### config.mk
export PLATFORM = sky130hd
export DESIGN_NAME = priority_interrupt_ctrl
export DESIGN_NICKNAME = d
export VERILOG_FILES = /design/src/rtl/hvpi_defs.sv /design/src/rtl/priority_encoder_n.sv /design/src/rtl/priority_interrupt_ctrl.sv
export SDC_FILE = /design/constraint.sdc
export NUM_CORES = 1
export LEC_CHECK = 0
export ABC_AREA = 1
export CELL_PAD_IN_SITES_DETAIL_PLACEMENT = 0
export CELL_PAD_IN_SITES_GLOBAL_PLACEMENT = 1
export CORE_UTILIZATION = 36
export CTS_CLUSTER_DIAMETER = 60
export DETAILED_ROUTE_END_ITERATION = 8
export GPL_ROUTABILITY_DRIVEN = 1
export PLACE_DENSITY = 0.76
export SYNTH_ARGS = -nofsm -noshare
export SYNTH_HDL_FRONTEND = slang
export SYNTH_SLANG_ARGS = --single-unit
### constraint.sdc
create_clock -name clk -period 1.3 [get_ports clk]
set_clock_uncertainty 0.15 [all_clocks]
set_input_delay 0.13 -clock clk [delete_from_list [all_inputs] [get_ports clk]]
set_output_delay 0.13 -clock clk [all_outputs]
set_load 0.02 [all_outputs]
### src/rtl/hvpi_defs.sv
// Shared constants for the HVPI interrupt controller.
// FSM encodings and channel-count limit.
package hvpi_defs;

  localparam int MAX_N = 32;

  typedef enum logic [1:0] {
    ST_IDLE    = 2'd0,
    ST_REQ     = 2'd1,
    ST_SERVICE = 2'd2
  } state_t;

endpackage

### src/rtl/priority_encoder_n.sv
// N-input priority encoder, highest set index wins.
// noSig flags an all-zero input vector.
module priority_encoder_n
  import hvpi_defs::*;
#(
  parameter int N   = 8,
  parameter int IDW = (N > 1) ? $clog2(N) : 1
) (
  input  logic [N-1:0]   vec,
  output logic [IDW-1:0] idx,
  output logic           noSig
);

  always_comb begin
    idx = '0;
    for (int k = 0; k < N; k++) begin
      if (vec[k]) idx = IDW'(k);
    end
  end

  assign noSig = ~|vec;

endmodule

### src/rtl/priority_interrupt_ctrl.sv
// Edge-detected, maskable interrupt controller with
// request/ack/eoi handshake to the vector logic.
module priority_interrupt_ctrl
  import hvpi_defs::*;
#(
  parameter int N = 8,
  localparam int IDW = (N > 1) ? $clog2(N) : 1
) (
  input  logic           clk,
  input  logic           reset,
  input  logic [N-1:0]   i,
  input  logic           enable,
  input  logic [N-1:0]   maskIn,
  input  logic           maskWe,
  input  logic           intAck,
  input  logic           eoi,
  output logic           intReq,
  output logic [IDW-1:0] intId,
  output logic           noSig
);

  state_t         state;
  state_t         state_nxt;
  logic [N-1:0]   prev;
  logic [N-1:0]   pending;
  logic [N-1:0]   mask;
  logic [N-1:0]   cand;
  logic [N-1:0]   clr;
  logic [IDW-1:0] win;
  logic           cand_none;
  logic           ack_take;
  logic           req_nxt;
  logic [IDW-1:0] id_nxt;

  assign cand = pending & ~mask;

  priority_encoder_n #(.N(N), .IDW(IDW)) u_enc (
    .vec   (cand),
    .idx   (win),
    .noSig (cand_none)
  );

  // enable low overrides a coincident ack
  assign ack_take = (state == ST_REQ) && enable && intAck;

  always_comb begin
    clr = '0;
    if (ack_take) clr[intId] = 1'b1;
  end

  always_comb begin
    state_nxt = state;
    req_nxt   = intReq;
    id_nxt    = intId;
    case (state)
      ST_IDLE: begin
        if (enable && !cand_none) begin
          state_nxt = ST_REQ;
          req_nxt   = 1'b1;
          id_nxt    = win;
        end
      end
      ST_REQ: begin
        if (!enable) begin
          state_nxt = ST_IDLE;
          req_nxt   = 1'b0;
        end else if (intAck) begin
          state_nxt = ST_SERVICE;
          req_nxt   = 1'b0;
        end else if (cand_none) begin
          state_nxt = ST_IDLE;
          req_nxt   = 1'b0;
        end else begin
          id_nxt = win;
        end
      end
      ST_SERVICE: begin
        if (eoi) state_nxt = ST_IDLE;
      end
      default: begin
        state_nxt = ST_IDLE;
        req_nxt   = 1'b0;
      end
    endcase
  end

  // a new rise beats a same-cycle ack clear
  always_ff @(posedge clk) begin
    if (reset) begin
      state   <= ST_IDLE;
      prev    <= '1;
      pending <= '0;
      mask    <= '0;
      intReq  <= 1'b0;
      intId   <= '0;
      noSig   <= 1'b1;
    end else begin
      state   <= state_nxt;
      prev    <= i;
      pending <= (pending & ~clr) | (i & ~prev);
      if (maskWe) mask <= maskIn;
      intReq  <= req_nxt;
      intId   <= id_nxt;
      noSig   <= cand_none;
    end
  end

endmodule

==> summary.txt, run 1 <==
Implementation progress

The flow ran to the end, and the final reports show no timing, DRC or antenna violations. Detailed placement finished with a half-perimeter wire length of 2030 um. The number of antenna repair diodes stands at 0. The script parses the final routing iteration and logs DRC violations as 0.

The later pin in the worst-skew pair is clocked with a latency of 0.34 ns. Per the detail_route report, routed wire per instance is 11.0 um. For the final routed database, the setup TNS stands at 0 ns. The final report lists a non-filler cell total of 252.

The die span in x stands at 61.9 um. The final clock period utilization by the worst path stands at 0.990. In this build the clock could be raised as far as 777 MHz.

The transition time at the pin with the least slew margin stands at 0.283 ns. For this design, Yosys synthesis ends with a cell count of 159. The critical path is of the flop to flop type. On the critical path, the stage with the largest delay is an instance of sky130_fd_sc_hd__dfxtp_2. The final layout report lists a filler cell count of 335.

Per the final report, max-transition violations number 0. When the netlist entered floorplanning its net count stood at 181. Detailed routing inserted a total of 1142 vias. The summed standard-cell area reported by yosys stands at 1290 um^2.

The global-route wire length before repair stands at 4270 um. The count of nets left with antenna violations once routing finished came out at 0. In the post-synthesis netlist, the biggest area contributors are sky130_fd_sc_hd__dfxtp_1, sky130_fd_sc_hd__nand2_1, sky130_fd_sc_hd__a21oi_1.

The register clock-pin slew on the reported worst setup and hold paths stands at 0.10 ns. For the finished layout, the period the worst path requires is 1.29 ns. STA classifies the critical path startpoint as a flop. Setup repair after global routing could not meet its margin everywhere. In the final layout, the registers with the most flip-flops are mask (8), pending (8), prev (8). The initial antenna violation count stands at 0. The area taken by multi-input logic gates stands at 613 um^2.

For this design the ratio of total power to cell area is 1120 nW/um^2. The number of cells in the design after placement stands at 239. The leakage component of the power was reported as 0.000822 uW. From bottom edge to top edge, the die measures 61.9 um. The number of buffers inserted by hold repair at cts stands at 0. Looking at the clock tree report, the maximum root-to-sink buffer count equals 2.

The maximum fanout along the worst path stands at 6. The signal on the critical path passes through inv_2 > nand2_4 > nand2_4 > nor2_4 > nand2_4 > o211ai_4 > inv_1 > nor2_1 > nor2_1. The reported max-cap violation count stands at 0. Per STA, the library cell used most along the worst path is sky130_fd_sc_hd__nand2_4.

The gate count after technology mapping stands at 159. The number of distinct library cells after synthesis stands at 20. Per the detailed-route log, wirelength across all metal layers totals 2760 um.

The number of hold-slack violations in the final timing report stands at 0. The TritonCTS buffer count stands at 5. After clock tree synthesis, the repair step resized 12 gates.

The total iterations of the first detailed-routing run stands at 4. The share of the yosys chip area belonging to registers stands at 0.481. For this run, the total global-route usage over all layers was measured as 0.161. In this run, synthesis produced a sequential element count of 31. During synthesis, Yosys emitted a total of 0 warnings. The number of setup buffers added after CTS is 1. The layout summary lists the proportion of cells stronger than drive strength 1 as 0.340. The area fraction of the largest cell type after synthesis is 0.481.

The first routing iteration left 33 violations. After synthesis the cells add up to 1290 um^2. The last timing report of the flow puts the setup violation total at 0. The number of global-route vias before repair is 1013.

The maximum vdd ir drop stands at 671 uV. The peak per-stage delay on the critical path stands at 0.34 ns. STA classifies the critical path endpoint as a flop. The number of clock sinks seen by CTS stands at 31. Checking hold timing, the worst path is listed with class input port to flop. The synthesized area divided by synthesized cell count stands at 8.11 um^2.

For the worst setup path, the data required time is 1.39 ns. The area inside the core boundary stands at 3390 um^2. Per the GRT congestion report, total overflow comes to 0. The H-tree generated during clock tree synthesis spans 2 levels. The worst-case headroom to the max-slew limit stands at 0.811. The via-per-instance ratio stands at 4.53. Entering global routing, the biggest net connects 14 pins. The area of all sequential standard cells stands at 631 um^2. The report lists the number of standard-cell rows as 21. For the worst setup path, the data arrival time is 1.38 ns. The number of nets in the final layout stands at 227. The tally of OpenROAD warnings stands at 27. The biggest area contributor in the post-synthesis netlist is sky130_fd_sc_hd__dfxtp_1. Compared with the post-synthesis result, the final layout area differs by 40.7%. TritonCTS built the clock tree. The floorplan utilization stands at 0.381.

According to the floorplan report, the total die area is 3830 um^2. The final weighted congestion in routability-driven placement stands at 0.795. The root buffer cell chosen for the clock tree is sky130_fd_sc_hd__clkbuf_4.
-- run 1: synth_stat cells (all sizes together) --
master	count
a21oi	18
a31o	1
buf	2
clkbuf	1
dfxtp	31
inv	27
nand2	38
nand3	4
nand3b	1
nor2	10
o2111ai	1
o211ai	1
o21ai	8
o31ai	8
or2	8
-- run 1: cells by family (layout without fill, tap and decap cells) --
family | after synthesis | in the layout | share of synthesized area
AND/OR/NAND/NOR | 61 | 61 | 0.252
AND-OR/OR-AND | 37 | 37 | 0.178
flip-flops | 31 | 31 | 0.481
buffers and inverters | 30 | 77 | 0.0892
-- run 1: final timing paths --
check / startpoint / depth (start not counted) / endpoint / slack [ns]
setup / recovery: mask[4] / 9 / intId[2] / 0.01
hold / removal: i[0] / 3 / prev[0] / 0.17
setup reg to reg: mask[4] / 9 / intId[2] / 0.01
hold reg to reg: intReq / 2 / intReq / 0.30
-- run 1: worst max-delay path: cells and delay by family (launching register included) --
family	cells	cell delay, ns
and+or+nand+nor	6	0.48
AOI/OAI and AO/OA	1	0.11
buffers and inverters	2	0.12
DFF	1	0.34
-- run 1: metrics by stage --
stage / setup WS, ns / total power (uW) / utilization / hold WS, ns / instance area [um^2]
after floorplan: 0.0881 / 1300 / - / 0.0717 / 1290
after global placement: -0.176 / 1470 / 0.495 / 0.283 / 1680
after detailed placement: -0.227 / 1480 / 0.495 / 0.293 / 1680
after CTS: 0.00547 / 2020 / 0.515 / 0.158 / 1740
after global routing: -0.0622 / 2160 / 0.536 / 0.198 / 1820
final: 0.0131 / 2030 / 0.536 / 0.173 / 1820
-- run 1: layer usage --
| metal | part of all wire | wire (um) | track usage | vias to the layer above |
|---|---|---|---|---|
| met3 | 0.052 | 144 | 0.0663 | 5 |
| met4 | 0.018 | 50 | 0.0762 | 0 |
| met5 | 0 | 0 | 0 | - |
| met1 | 0.45 | 1230 | 0.190 | 508 |
| met2 | 0.48 | 1330 | 0.257 | 33 |
| li1 | - | - | - | 596 |
-- run 1: final cells by class --
cell class,count,share of cell area
clock buffers,6,0.0227
clock inverters,2,0.00689
inverters,27,0.0558
multi-input cells,98,0.338
flip-flops and latches,31,0.347
well taps,46,0.0317
repair buffers,42,0.198
-- run 1: power by group --
part	total [uW]	leakage [uW]	internal (uW)	switching [uW]
sequential	1050	0.000259	1020	35.0
clock	539	0.0000282	208	331
combinational	435	0.000534	206	230
-- run 1: cells in the final DEF, fill, tap and decap left out, types with 5 or more instances in the layout --
cell type / synthesis / final
sky130_fd_sc_hd__nand2_4: 3 / 7
sky130_fd_sc_hd__clkbuf_4: 0 / 5
sky130_fd_sc_hd__nand2_1: 31 / 27
sky130_fd_sc_hd__a21oi_1: 18 / 18
sky130_fd_sc_hd__clkdlybuf4s50_1: 0 / 21
sky130_fd_sc_hd__dfxtp_1: 31 / 23
sky130_fd_sc_hd__o21ai_0: 8 / 8
sky130_fd_sc_hd__buf_4: 0 / 16
sky130_fd_sc_hd__inv_2: 3 / 6
sky130_fd_sc_hd__inv_1: 24 / 21
sky130_fd_sc_hd__or2_2: 8 / 8
sky130_fd_sc_hd__dfxtp_2: 0 / 8
sky130_fd_sc_hd__nor2_1: 7 / 7
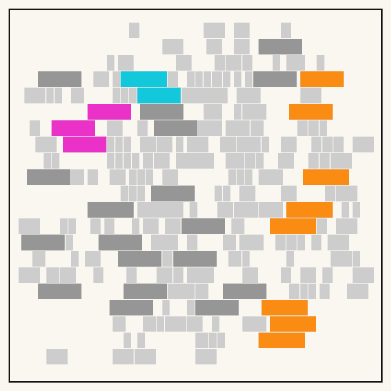
**Above:** run 1 (sequential cells grouped by signal name).
Drawn at 6 px/um.
[intId] magenta | flops: 3
[mask] orange | flops: 8
[state] cyan | flops: 2

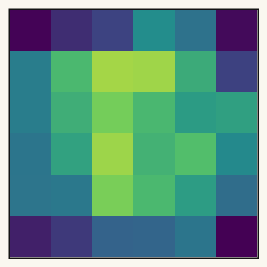
**Above:** run 1 (cell density map).
Drawn at 4 px/um. 6 x 6 tiles, from dark purple (low) to yellow (high), 0 to 100% covered.
emptiest ninth of the die: south-west
fullest tile: 86%
nearly empty tiles: 5.6%

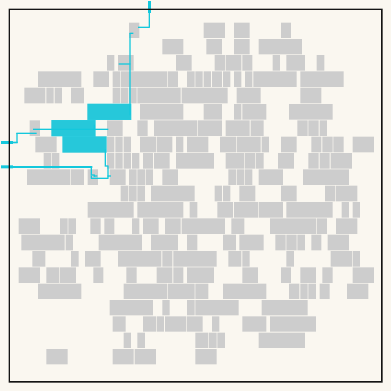
**Above:** run 1 (nets reached from selected ports).
Drawn at 6 px/um.
[intId] cyan | bits: 3 | direction: output | edge: 2 west, 1 north | end cells: 3 | buffers: 3 | wire: 63.2 um
number of top-level pins: 27
count of buffers from port buffering: 26

==> run 2: changes to the inputs <==
--- a/config.mk
+++ b/config.mk
@@ -11,7 +11,8 @@
 export CORE_UTILIZATION = 36
 export CTS_CLUSTER_DIAMETER = 60
 export DETAILED_ROUTE_END_ITERATION = 8
-export GPL_ROUTABILITY_DRIVEN = 1
+export GPL_ROUTABILITY_DRIVEN = 0
+export HOLD_SLACK_MARGIN = 0.1
 export PLACE_DENSITY = 0.76
 export SYNTH_ARGS = -nofsm -noshare
 export SYNTH_HDL_FRONTEND = slang
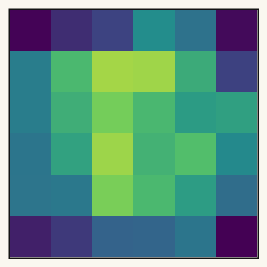
**Above:** run 2 (cell density map).
Drawn at 4 px/um. 6 x 6 tiles, from dark purple (low) to yellow (high), 0 to 100% covered.
nearly empty tiles: 5.6%
emptiest ninth of the die: south-west
fullest tile: 86%
densest ninth of the die: center
tiles over 75% full: 14%
mean over tiles: 46%
share of the core filled with cells: 0.536
starting density of the core: 0.381
core box area: 3390 um^2

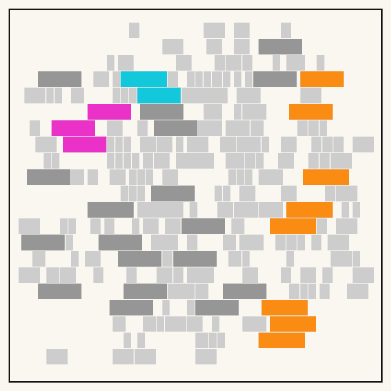
**Above:** run 2 (sequential cells grouped by signal name).
Drawn at 6 px/um.
[state] cyan | flops: 2
[mask] orange | flops: 8
[intId] magenta | flops: 3
flop share of the area: 0.347
flip-flop and latch power: 1050 uW
flip-flop and latch area: 631 um^2

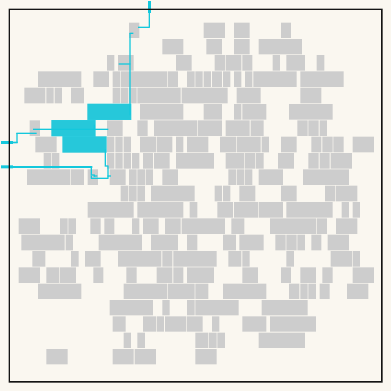
**Above:** run 2 (nets reached from selected ports).
Drawn at 6 px/um.
[intId] cyan | bits: 3 | direction: output | edge: 2 west, 1 north | end cells: 3 | buffers: 3 | wire: 63.2 um

==> run 2 against run 1 <==
Effect of this change: clock power about the same; total power is the same; register-to-register slack barely moved; area after synthesis is the same; maximum frequency stayed put; final area unchanged; die size did not move; non-clock buffer count did not move; combinational power about the same; critical path depth is the same; largest cell class unchanged; largest power group unchanged; highest routed layer unchanged.
==> summary.txt, run 2 <==
Implementation progress

Most frequent cells after synthesis: sky130_fd_sc_hd__dfxtp_1, sky130_fd_sc_hd__nand2_1, sky130_fd_sc_hd__inv_1, sky130_fd_sc_hd__a21oi_1 (unchanged). The transition time at the pin with the least slew margin stands at 0.283 ns (unchanged). The slack of the critical path came to 0.0131 ns (unchanged). The final count of pins violating max slew came to 0 (unchanged).

The number of hold-slack violations in the final timing report stands at 0 (unchanged). The die boundary height stands at 61.9 um (unchanged). The overall power of the completed layout stands at 2030 uW (unchanged). The area added between synthesis and finish came to 40.7% (unchanged). The flip-flop cell with the highest count after synthesis was sky130_fd_sc_hd__dfxtp_1 (unchanged). The total setup violations reported at the end of the flow stands at 0 (unchanged). The arrival time of the worst setup path came to 1.38 ns (about the same). The total met2 wirelength after detailed routing came to 1330 um (unchanged).

The number of violations reported at the end of detailed-routing iteration 0 is 33 (unchanged). Main area contributors after synthesis: sky130_fd_sc_hd__dfxtp_1, sky130_fd_sc_hd__nand2_1, sky130_fd_sc_hd__a21oi_1 (unchanged). The die span in x came to 61.9 um (unchanged). The time the worst path needs with I/O delays and setup came to 1.29 ns (unchanged). The count of library flops with an enable pin is 0 (unchanged). The total cells reported by yosys after synthesis came to 159 (unchanged).

The worst-case headroom to the max-slew limit stands at 0.811 (unchanged). The peak per-stage delay on the critical path is 0.34 ns (about the same). The register clock-pin slew on the reported worst setup and hold paths was 0.10 ns (about the same). The path category of the worst min-delay check is input port to flop (unchanged). The buffer cell driving the clock tree root is sky130_fd_sc_hd__clkbuf_4 (unchanged). The aggregate global-route resource usage stands at 0.161 (unchanged). The gate count after technology mapping stands at 159 (unchanged). The final clock period utilization by the worst path is 0.990 (unchanged). The clock tree from TritonCTS is done (unchanged). Run status: finished, final reports clean (unchanged). The fraction of final layout cells with drive strength greater than 1 came to 0.340 (unchanged). The number of H-tree branching levels was 2 (unchanged). The cell type with the largest total area after synthesis is sky130_fd_sc_hd__dfxtp_1 (unchanged). The setup slack at placement stands at -0.227 ns (unchanged). The routed wire length on met3 is 144 um (unchanged). The reported max-cap violation count stands at 0 (unchanged). The largest net degree at the start of global routing stands at 14 (unchanged). The via-per-instance ratio is 4.53 (unchanged).

The later-pin clock latency in the skew report stands at 0.34 ns (about the same). Biggest registers after layout: mask (8), pending (8), prev (8) (unchanged). The required time of the worst setup path was 1.39 ns (about the same).

The post-synthesis instance area was 1290 um^2 (unchanged). The number of top-level pins is 27 (unchanged). The number of remaining DRC errors stands at 0 (unchanged).

The family with the most delay on the worst path is simple AND/OR/NAND/NOR gates (unchanged). The proportion of netlist area held by the largest area contributor came to 0.481 (unchanged). The number of buffer cells added on primary ports stands at 26 (unchanged). The type of element launching the critical path is a flop (unchanged). The final routed wirelength across all metal layers stands at 2760 um (unchanged). The cell seen most often among critical-path stages was sky130_fd_sc_hd__nand2_4 (unchanged). The total iterations of the first detailed-routing run stands at 4 (unchanged).

The met1 wire length was 1230 um (unchanged). The summed standard-cell area reported by yosys stands at 1290 um^2 (unchanged). The number of antenna repair diodes is 0 (unchanged). The synthesized area divided by synthesized cell count was 8.11 um^2 (unchanged). The area after detailed placement stands at 1680 um^2 (unchanged). The category of the worst setup path capture point was a flop (unchanged). The number of rows in the core area was 21 (unchanged). The tally of OpenROAD warnings stands at 27 (unchanged). The share of the yosys chip area belonging to registers came to 0.481 (unchanged).

The global-route wire length before repair stands at 4270 um (unchanged). The final-layout setup total negative slack is 0 ns (unchanged). Ordered cell list for the critical path: inv_2 > nand2_4 > nand2_4 > nor2_4 > nand2_4 > o211ai_4 > inv_1 > nor2_1 > nor2_1 (unchanged). The routed wire length per instance is 11.0 um (unchanged). The post-synthesis async set-or-reset flop share stands at 0 (unchanged).

The most instantiated logic cell after routing was sky130_fd_sc_hd__nand2_1 (unchanged). The via count stands at 1142 (unchanged). The number of global-route vias before repair stands at 1013 (unchanged). The number of buffers on the longest clock path stands at 2 (unchanged).
[run 2: cell counts after synthesis]
No cell type changed its count.
[run 2: final timing paths]
path	start	cells past startpoint	to	slack (ns)
min reg2reg	intReq	2	intReq	0.30
min	i[0]	3	prev[0]	0.17
max	mask[4]	9	intId[2]	0.01
max reg2reg	mask[4]	9	intId[2]	0.01
[run 2: cell type report]
cell class | instances | area [um^2]
tap | 46 | 57.6
timing repair buffer | 42 | 359
multi-input combinational | 98 | 613
fill | 335 | 1570
clock inverter | 2 | 12.5
clock buffer | 6 | 41.3
inverter | 27 | 101
sequential | 31 | 631
[run 2: per-stage QoR]
stage / utilization / hold slack, ns
after floorplan: - / 0.0717
after detailed placement: 0.495 / 0.293
after CTS: 0.515 / 0.158
after global routing: 0.536 / 0.198
after global placement: 0.495 / 0.283
final: 0.536 / 0.173
[run 2: metal layers]
layer  up-vias  GRT usage
met5         -          0
met4         0     0.0762
met3         5     0.0663
met2        33      0.257
met1       508      0.190
li1        596          -
[run 2: timing repair]
| item | 4_1_cts | 5_1_grt |
|---|---|---|
| setup buffers | 1 | 4 |
| pin swaps | 3 | 12 |
| gates cloned | 0 | 0 |
| gates resized | 12 | 25 |
| hold buffers | 0 | 0 |
| endpoints found under the setup margin | 6 | 11 |
[run 2: tightest hold or removal path, delay by kind of cell]
kind                   cells  cell delay [ns]
AND/OR/NAND/NOR            1             0.04
buffers and inverters      2             0.45
[run 2: power breakdown]
group | internal, uW | switching [uW]
clock network | 208 | 331
registers | 1020 | 35.0
logic | 206 | 230
[run 2: cell families after synthesis]
logic type / after synthesis / share of synthesized area
AND-OR/OR-AND: 37 / 0.178
buffers and inverters: 30 / 0.0892
flip-flops: 31 / 0.481
AND/OR/NAND/NOR: 61 / 0.252
==> run 3: changes to the inputs <==
--- a/config.mk
+++ b/config.mk
@@ -6,6 +6,7 @@
 export NUM_CORES = 1
 export LEC_CHECK = 0
 export ABC_AREA = 1
+export CAP_MARGIN = 20
 export CELL_PAD_IN_SITES_DETAIL_PLACEMENT = 0
 export CELL_PAD_IN_SITES_GLOBAL_PLACEMENT = 1
 export CORE_UTILIZATION = 36
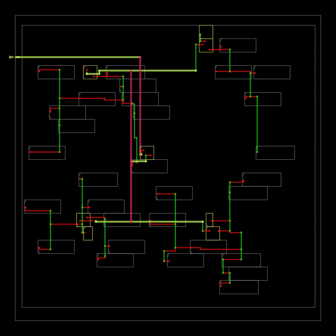
**Above:** run 3 (clock nets).
Clock Sinks: 31
number of CTS-inserted buffers: 5

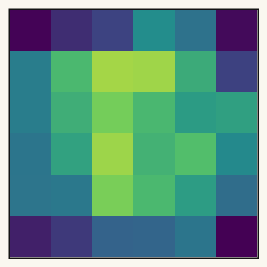
**Above:** run 3 (cell density map).
Drawn at 4 px/um. 6 x 6 tiles, from dark purple (low) to yellow (high), 0 to 100% covered.
nearly empty tiles: 5.6%
mean over tiles: 46%
densest ninth of the die: center
tiles over 75% full: 14%
emptiest ninth of the die: south-west

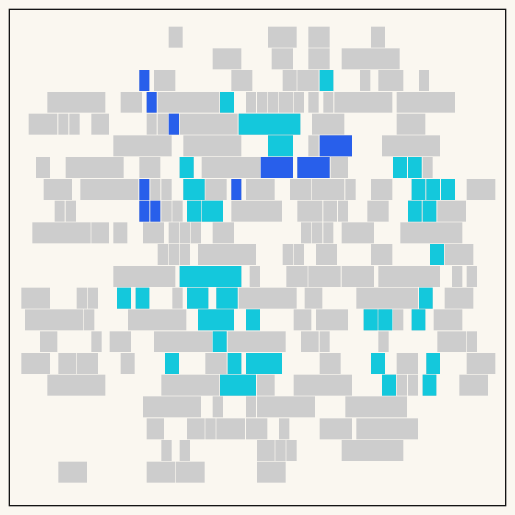
**Above:** run 3 (gate families picked out).
Drawn at 8 px/um.
[aoi and oai cells] cyan | cells: 36
[nor cells] blue | cells: 10

==> run 3 against run 2 <==
Effect of this change: clock power hardly changed; maximum frequency stayed put; core utilization stayed put; area after synthesis stayed put; critical path depth stayed put; combinational power hardly changed; worst hold slack stayed put; total power stayed put; sequential share of layout area stayed put; sequential power hardly changed; largest cell class unchanged; highest routed layer unchanged.
==> summary.txt, run 3 <==
Implementation progress

Run status: finished, final reports clean (unchanged). The area added between synthesis and finish is 40.7% (unchanged). The number of antenna repair diodes stands at 0 (unchanged). The number of H-tree branching levels stands at 2 (unchanged).

The time the worst path needs with I/O delays and setup came to 1.29 ns (unchanged). Main area contributors after synthesis: sky130_fd_sc_hd__dfxtp_1, sky130_fd_sc_hd__nand2_1, sky130_fd_sc_hd__a21oi_1 (unchanged). The number of warnings reported in the yosys synthesis log stands at 0 (unchanged). The summed standard-cell area reported by yosys stands at 1290 um^2 (unchanged). The number of remaining DRC errors stands at 0 (unchanged).

The later-pin clock latency in the skew report came to 0.34 ns (about the same). The area of all sequential standard cells stands at 631 um^2 (unchanged). The buffer cell driving the clock tree root is sky130_fd_sc_hd__clkbuf_4 (unchanged). The family with the most delay on the worst path was simple AND/OR/NAND/NOR gates (unchanged).

The post-synthesis share of cell area spent on xor and xnor gates stands at 0 (unchanged). The adder and majority cell fraction of the synthesized area is 0 (unchanged). The area taken by multi-input logic gates was 613 um^2 (unchanged). The arrival time of the worst setup path stands at 1.38 ns (about the same).

The kind of critical path was flop to flop (unchanged). The gate count after technology mapping stands at 159 (unchanged). The register clock-pin slew on the reported worst setup and hold paths was 0.10 ns (about the same).

Biggest registers after layout: mask (8), pending (8), prev (8) (unchanged). The number of top-level pins stands at 27 (unchanged). The clock tree from TritonCTS is done (unchanged). The area of the chip came to 3830 um^2 (unchanged). The post-synthesis share of cell area spent on and, or, nand and nor gates came to 0.252 (unchanged). The number of buffers inserted by hold repair at cts stands at 0 (unchanged). The path category of the worst min-delay check was input port to flop (unchanged). The final count of pins violating max slew stands at 0 (unchanged). The post-DP HPWL came to 2030 um (unchanged).

The total setup violations reported at the end of the flow stands at 0 (unchanged). Most instantiated logic cells after routing: sky130_fd_sc_hd__nand2_1, sky130_fd_sc_hd__dfxtp_1, sky130_fd_sc_hd__inv_1, sky130_fd_sc_hd__clkdlybuf4s50_1, sky130_fd_sc_hd__a21oi_1 (unchanged). The residual overflow from global routing stands at 0 (unchanged). The number of nets with antenna violations after detailed routing was 0 (unchanged).

The cell type with the largest total area after synthesis was sky130_fd_sc_hd__dfxtp_1 (unchanged). The total iterations of the first detailed-routing run is 4 (unchanged). The number of buffers on the longest clock path stands at 2 (unchanged). Setup repair after global routing missed its margin: yes (unchanged). The required time of the worst setup path stands at 1.39 ns (about the same). The number of nets in the final layout stands at 227 (unchanged). The reported max-cap violation count was 0 (unchanged). The area inside the core boundary stands at 3390 um^2 (unchanged). The transition time at the pin with the least slew margin stands at 0.283 ns (unchanged). The tally of OpenROAD warnings stands at 27 (unchanged).

The die span in x stands at 61.9 um (unchanged). The fraction of final layout cells with drive strength greater than 1 stands at 0.340 (unchanged). The number of buffer cells added on primary ports was 26 (unchanged).

The flop and latch count out of synthesis was 31 (unchanged).
## run 3: cell counts after synthesis
No cell type changed its count.
## run 3: timing repair
action | 4_1_cts | 5_1_grt
setup buffers | 1 | 4
pin swaps | 3 | 12
gates cloned | 0 | 0
gates resized | 12 | 25
endpoints found under the setup margin | 6 | 11
## run 3: worst paths after layout
path | startpoint | endpoint | cells after the start
max reg2reg | mask[4] | intId[2] | 9
max | mask[4] | intId[2] | 9
min | i[0] | prev[0] | 3
min reg2reg | intReq | intReq | 2
## run 3: per-layer routing
metal  wire length [um]  vias up  GRT usage
met1               1230      508      0.190
met5                  0        -          0
li1                   -      596          -
met4                 50        0     0.0762
met3                144        5     0.0663
met2               1330       33      0.257
## run 3: per-stage QoR
| step | power [uW] | cells |
|---|---|---|
| final | 2030 | 252 |
| after global routing | 2160 | 252 |
| after CTS | 2020 | 248 |
| after detailed placement | 1480 | 239 |
| after global placement | 1470 | 239 |
| after floorplan | 1300 | 159 |
## run 3: worst reg2reg max path: cells and delay by family (launching register included)
family,cells,cell delay (ns)
AND/OR/NAND/NOR,6,0.48
buffers and inverters,2,0.12
flip-flops,1,0.34
AND-OR/OR-AND,1,0.11
## run 3: kinds of logic after synthesis
kind of cell    count (synthesis)
compound gates                 37
flops                          31
simple gates                   61
buf+inv                        30
## run 3: final cells by class
class / instances / share of cell area
clock buffers: 6 / 0.0227
clock inverters: 2 / 0.00689
inverters: 27 / 0.0558
multi-input cells: 98 / 0.338
flip-flops and latches: 31 / 0.347
well taps: 46 / 0.0317
repair buffers: 42 / 0.198
## run 3: where the power goes
group          switching, uW  internal (uW)  leakage (uW)  total [uW]
Combinational            230            206      0.000534         435
Sequential              35.0           1020      0.000259        1050
Clock                    331            208     0.0000282         539
Power and IR drop assume default switching activity.
